**PDN straps and rails**

Bar = 10 um. Pins as bars on the die edge.
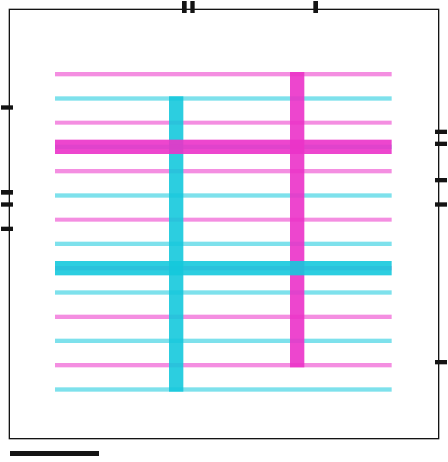
**Placement by cell class**

Bar = 10 um.
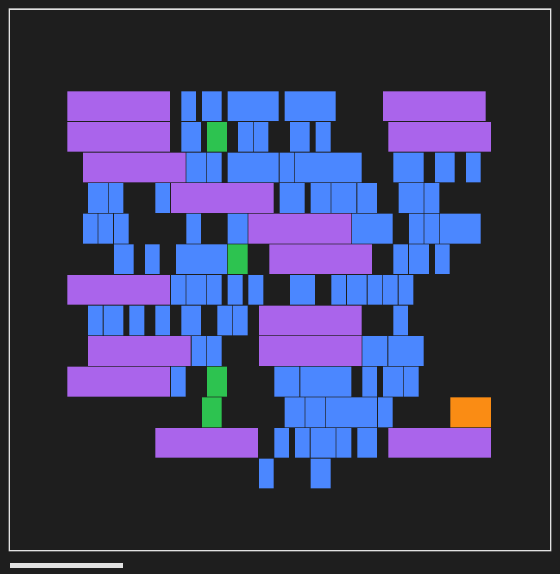
### src/rtl/g0503_sweeper.sv
`default_nettype none
// ============================================================================
//  Module      : g0503_sweeper
//  Description : Two-input truth-table sweeper. On an accepted start it drives
//                the vectors {x,y} = 00, 01, 10, 11 to an external device,
//                waits SETTLE cycles after each vector, samples the device
//                response dut_s and compares it against x | ~y. The mismatch
//                count and a pass flag are reported at the end of the sweep.
//  Revision    : 1.0 - initial release
// ----------------------------------------------------------------------------
//  Parameters
//    SETTLE           wait cycles between driving a vector and sampling (0..15)
//  Ports
//    clk              rising-edge clock
//    rst_n            asynchronous active-low reset
//    start            sweep request, only honoured while idle
//    x, y             registered stimulus bits to the device under test
//    dut_s            response of the device under test
//    busy             sweep in progress (drive / settle / sample)
//    done             one-cycle completion pulse
//    pass             last completed sweep had no mismatches
//    err_cnt          mismatch count of the current or last sweep (0..4)
//  Optional feature (macro G0503_SWEEP_ERRLOG_EN)
//    first_err_vec    {x,y} of the first mismatching vector of the sweep
//    first_err_valid  first_err_vec holds a captured vector
// ============================================================================
module g0503_sweeper #(
    parameter int SETTLE = 1
) (
    input  logic       clk,
    input  logic       rst_n,
    input  logic       start,
    output logic       x,
    output logic       y,
    input  logic       dut_s,
    output logic       busy,
    output logic       done,
    output logic       pass,
    output logic [2:0] err_cnt
`ifdef G0503_SWEEP_ERRLOG_EN
    ,
    output logic [1:0] first_err_vec,
    output logic       first_err_valid
`endif
);

    typedef enum logic [2:0] {
        S_IDLE   = 3'd0,
        S_DRIVE  = 3'd1,
        S_SETTLE = 3'd2,
        S_SAMPLE = 3'd3,
        S_DONE   = 3'd4
    } state_t;

    localparam logic [3:0] C_SETTLE  = SETTLE[3:0];
    localparam logic [2:0] C_ERR_MAX = 3'd7;

    state_t     state_q, state_d;
    logic [1:0] idx_q,   idx_d;
    logic [3:0] cnt_q,   cnt_d;
    logic       x_q,     x_d;
    logic       y_q,     y_d;
    logic       pass_q,  pass_d;
    logic [2:0] err_q,   err_d;
`ifdef G0503_SWEEP_ERRLOG_EN
    logic [1:0] fev_q,   fev_d;
    logic       fval_q,  fval_d;
`endif

    logic       w_expected;
    logic       w_mismatch;

    // Reference function of the device: s = x | ~y, judged on the vector
    // currently held on x/y.
    assign w_expected = x_q | ~y_q;
    assign w_mismatch = (dut_s != w_expected);

    always_comb begin
        state_d = state_q;
        idx_d   = idx_q;
        cnt_d   = cnt_q;
        x_d     = x_q;
        y_d     = y_q;
        pass_d  = pass_q;
        err_d   = err_q;
`ifdef G0503_SWEEP_ERRLOG_EN
        fev_d   = fev_q;
        fval_d  = fval_q;
`endif
        case (state_q)
            S_IDLE: begin
                if (start) begin
                    err_d   = 3'd0;
                    pass_d  = 1'b0;
                    idx_d   = 2'd0;
`ifdef G0503_SWEEP_ERRLOG_EN
                    fev_d   = 2'd0;
                    fval_d  = 1'b0;
`endif
                    state_d = S_DRIVE;
                end
            end
            S_DRIVE: begin
                x_d     = idx_q[1];
                y_d     = idx_q[0];
                cnt_d   = C_SETTLE;
                state_d = (C_SETTLE != 4'd0) ? S_SETTLE : S_SAMPLE;
            end
            S_SETTLE: begin
                // Leave on the cycle the counter hits zero, giving exactly
                // SETTLE cycles here. The <= 1 also guards a stray zero count.
                cnt_d = cnt_q - 4'd1;
                if (cnt_q <= 4'd1) begin
                    state_d = S_SAMPLE;
                end
            end
            S_SAMPLE: begin
                if (w_mismatch) begin
                    if (err_q != C_ERR_MAX) begin
                        err_d = err_q + 3'd1;
                    end
`ifdef G0503_SWEEP_ERRLOG_EN
                    if (!fval_q) begin
                        fev_d  = {x_q, y_q};
                        fval_d = 1'b1;
                    end
`endif
                end
                if (idx_q == 2'd3) begin
                    state_d = S_DONE;
                end else begin
                    idx_d   = idx_q + 2'd1;
                    state_d = S_DRIVE;
                end
            end
            S_DONE: begin
                pass_d  = (err_q == 3'd0);
                state_d = S_IDLE;
            end
            default: begin
                state_d = S_IDLE;
            end
        endcase
    end

    always_ff @(posedge clk or negedge rst_n) begin
        if (!rst_n) begin
            state_q <= S_IDLE;
            idx_q   <= 2'd0;
            cnt_q   <= 4'd0;
            x_q     <= 1'b0;
            y_q     <= 1'b0;
            pass_q  <= 1'b0;
            err_q   <= 3'd0;
`ifdef G0503_SWEEP_ERRLOG_EN
            fev_q   <= 2'd0;
            fval_q  <= 1'b0;
`endif
        end else begin
            state_q <= state_d;
            idx_q   <= idx_d;
            cnt_q   <= cnt_d;
            x_q     <= x_d;
            y_q     <= y_d;
            pass_q  <= pass_d;
            err_q   <= err_d;
`ifdef G0503_SWEEP_ERRLOG_EN
            fev_q   <= fev_d;
            fval_q  <= fval_d;
`endif
        end
    end

    // busy/done decode straight from the state register so that an
    // asynchronous reset clears them immediately.
    assign busy    = (state_q == S_DRIVE) || (state_q == S_SETTLE) ||
                     (state_q == S_SAMPLE);
    assign done    = (state_q == S_DONE);
    assign x       = x_q;
    assign y       = y_q;
    assign pass    = pass_q;
    assign err_cnt = err_q;
`ifdef G0503_SWEEP_ERRLOG_EN
    assign first_err_vec   = fev_q;
    assign first_err_valid = fval_q;
`endif

endmodule
`default_nettype wire
### config.mk
export PLATFORM = sky130hd
export DESIGN_NAME = g0503_sweeper
export DESIGN_NICKNAME = d
export VERILOG_FILES = /design/src/rtl/g0503_sweeper.sv
export SDC_FILE = /design/constraint.sdc
export NUM_CORES = 1
export LEC_CHECK = 0
export ABC_AREA = 1
export CORE_MARGIN = 5
export CORE_UTILIZATION = 56
export CTS_BUF_LIST = sky130_fd_sc_hd__clkbuf_2
export DETAILED_ROUTE_END_ITERATION = 7
export DONT_BUFFER_PORTS = 1
export GPL_ROUTABILITY_DRIVEN = 0
export HOLD_SLACK_MARGIN = 0.06
export PLACE_DENSITY = 0.7
export SLEW_MARGIN = 20
export SYNTH_ARGS = -nofsm -noshare
export SYNTH_HDL_FRONTEND = slang
export SYNTH_SLANG_ARGS = --single-unit
### constraint.sdc
create_clock -name clk -period 3.2 [get_ports clk]
set_input_delay 0.64 -clock clk [delete_from_list [all_inputs] [get_ports clk]]
set_output_delay 0.64 -clock clk [all_outputs]
set_load 0.02 [all_outputs]
==> CHANGELOG.md <==
### Implementation results

* Synthesized netlist cell count at 96
* Clk_skew at 0.0009417 ns
* Largest buffer count on any clock path at 2
* Wire length of the first global-routing pass at 2325 um
* Relative slew slack at 55.24%
* Share of layout cells above drive strength 1 at 11.88%
* Number of global-route vias before repair at 567
* Max IR drop VDD at roughly 0.0005 V
* Count of instantiated cells in the yosys netlist at 96
* Detailed-route wire length at 1420 um
* Post-route minimum period at around 1.9 ns
* Critical Path, Cell by Cell: nor2_2 -> nand2_1 -> inv_1
* Part of the total power dissipated in sequential elements at a little under half
* # clock sinks at 15
* Post-Place Worst Slack at 1.649 ns
* Cell at the slowest stage of the critical path: sky130_fd_sc_hd__dfrtp_1
* Die boundary width at 47.99 um
* Kind of launch point of the worst setup path: register
* Internal power component at about 430 uW
* Least-Margin Pin Slew at 0.6692 ns
* Switching Share at slightly below 50%
* Category of the critical setup timing path: register to output pin
* Instance count along the most critical hold path at 2
* Outcome: finished clean
* Worst endpoint data arrival time at 1.24 ns
* Layout overhead on the synthesized area at 6.037%
* Total nets after synthesis at 106
* Initial antenna violation count at 0
* Total die area at 2303 um^2
* Stages on worst setup path at 3
* CTS tree: built
* Routed length per instance at 12.24 um
* Floorplan core density at a little over 60%
* Most numerous logic cell after layout: sky130_fd_sc_hd__nand2_1
* Max-capacitance violation count at 0
* Worst path setup slack after routing at around 1.3 ns
* Clock transition at path regs at 0.14 ns
* HPWL reported at the end of detailed placement at 1097 um
* Grt total ovfl at 0
* Final Util at ~64%
* Worst r2r src: err_cnt[0]
* Final layout net count at 112
* Power share of the combinational group at 43.3%
* Number of vias after detailed routing at 625
Notes on 'PDN straps and rails' above:
[cyan] VSS
[magenta] VDD
met4 straps: 2
met5 straps: 2
signal pins: 12

Notes on 'placement by cell class' above:
[green] clock drivers and dummy loads | cells: 4
[purple] flops | cells: 15
[orange] other buffers and delay cells | cells: 1
[blue] combinational and other logic | cells: 81

power by group through the flow:
stage	Sequential [uW]	Combinational, uW	Clock (uW)
after floorplan	361	293	0
after global placement	374	344	0
after detailed placement	379	353	0
after CTS	375	359	94.4
after global routing	386	417	103
final	374	356	92.0
worst max path at each step:
stage                          start  endpoint
after floorplan           state_q[0]      done
after global placement    state_q[0]      done
after detailed placement  state_q[0]      done
after CTS                 state_q[0]      done
after global routing      state_q[0]      done
final                     state_q[0]      done
cell usage after synthesis (all sizes together):
cell type,instances,area [um^2]
ha,6,75.07
dfrtp,15,375.4
o31ai,1,7.510
nor2,7,31.28
inv,16,60.05
o21ai,6,30.03
nand2,24,95.09
nand4,1,6.260
a21oi,1,5.000
nor3,2,21.27
nand3,14,80.08
o22ai,2,12.51
xnor2,1,8.760
kinds of logic after synthesis:
family | after synthesis | share of synthesized area, %
flops | 15 | 46.44
compound gates | 10 | 6.811
xor+xnor | 1 | 1.084
buf+inv | 16 | 7.429
simple gates | 48 | 28.95
fa+ha+maj | 6 | 9.288
metal layers:
metal | global-route usage (%) | routed length, um | vias up
met5 | 0 | 0 | -
li1 | - | - | 318
met2 | 21.90 | 623 | 26
met4 | 9.677 | 27 | 0
met3 | 3.383 | 91 | 9
met1 | 19.91 | 677 | 272
registers in the layout, summed over array words and instances (netlist names):
name and count:
y 1, x 1, cnt_q 4, pass 1, err_cnt 3, state_q 3
idx_q 2
area by class of cell:
class	count	area, um^2
multi-input combinational	65	372.9
tap	15	18.77
timing repair buffer	1	10.01
clock buffer	4	20.02
inverter	16	60.06
sequential	15	375.4
fill	116	476.7
through the flow:
stage,total power [uW],cell area [um^2]
after floorplan,653.6,808.3
after global placement,718.0,827.0
after detailed placement,731.3,827.0
after CTS,828.4,857.1
after global routing,906.1,857.1
final,821.7,857.1
No activity file was given, so power comes from the tool's default toggle rates.
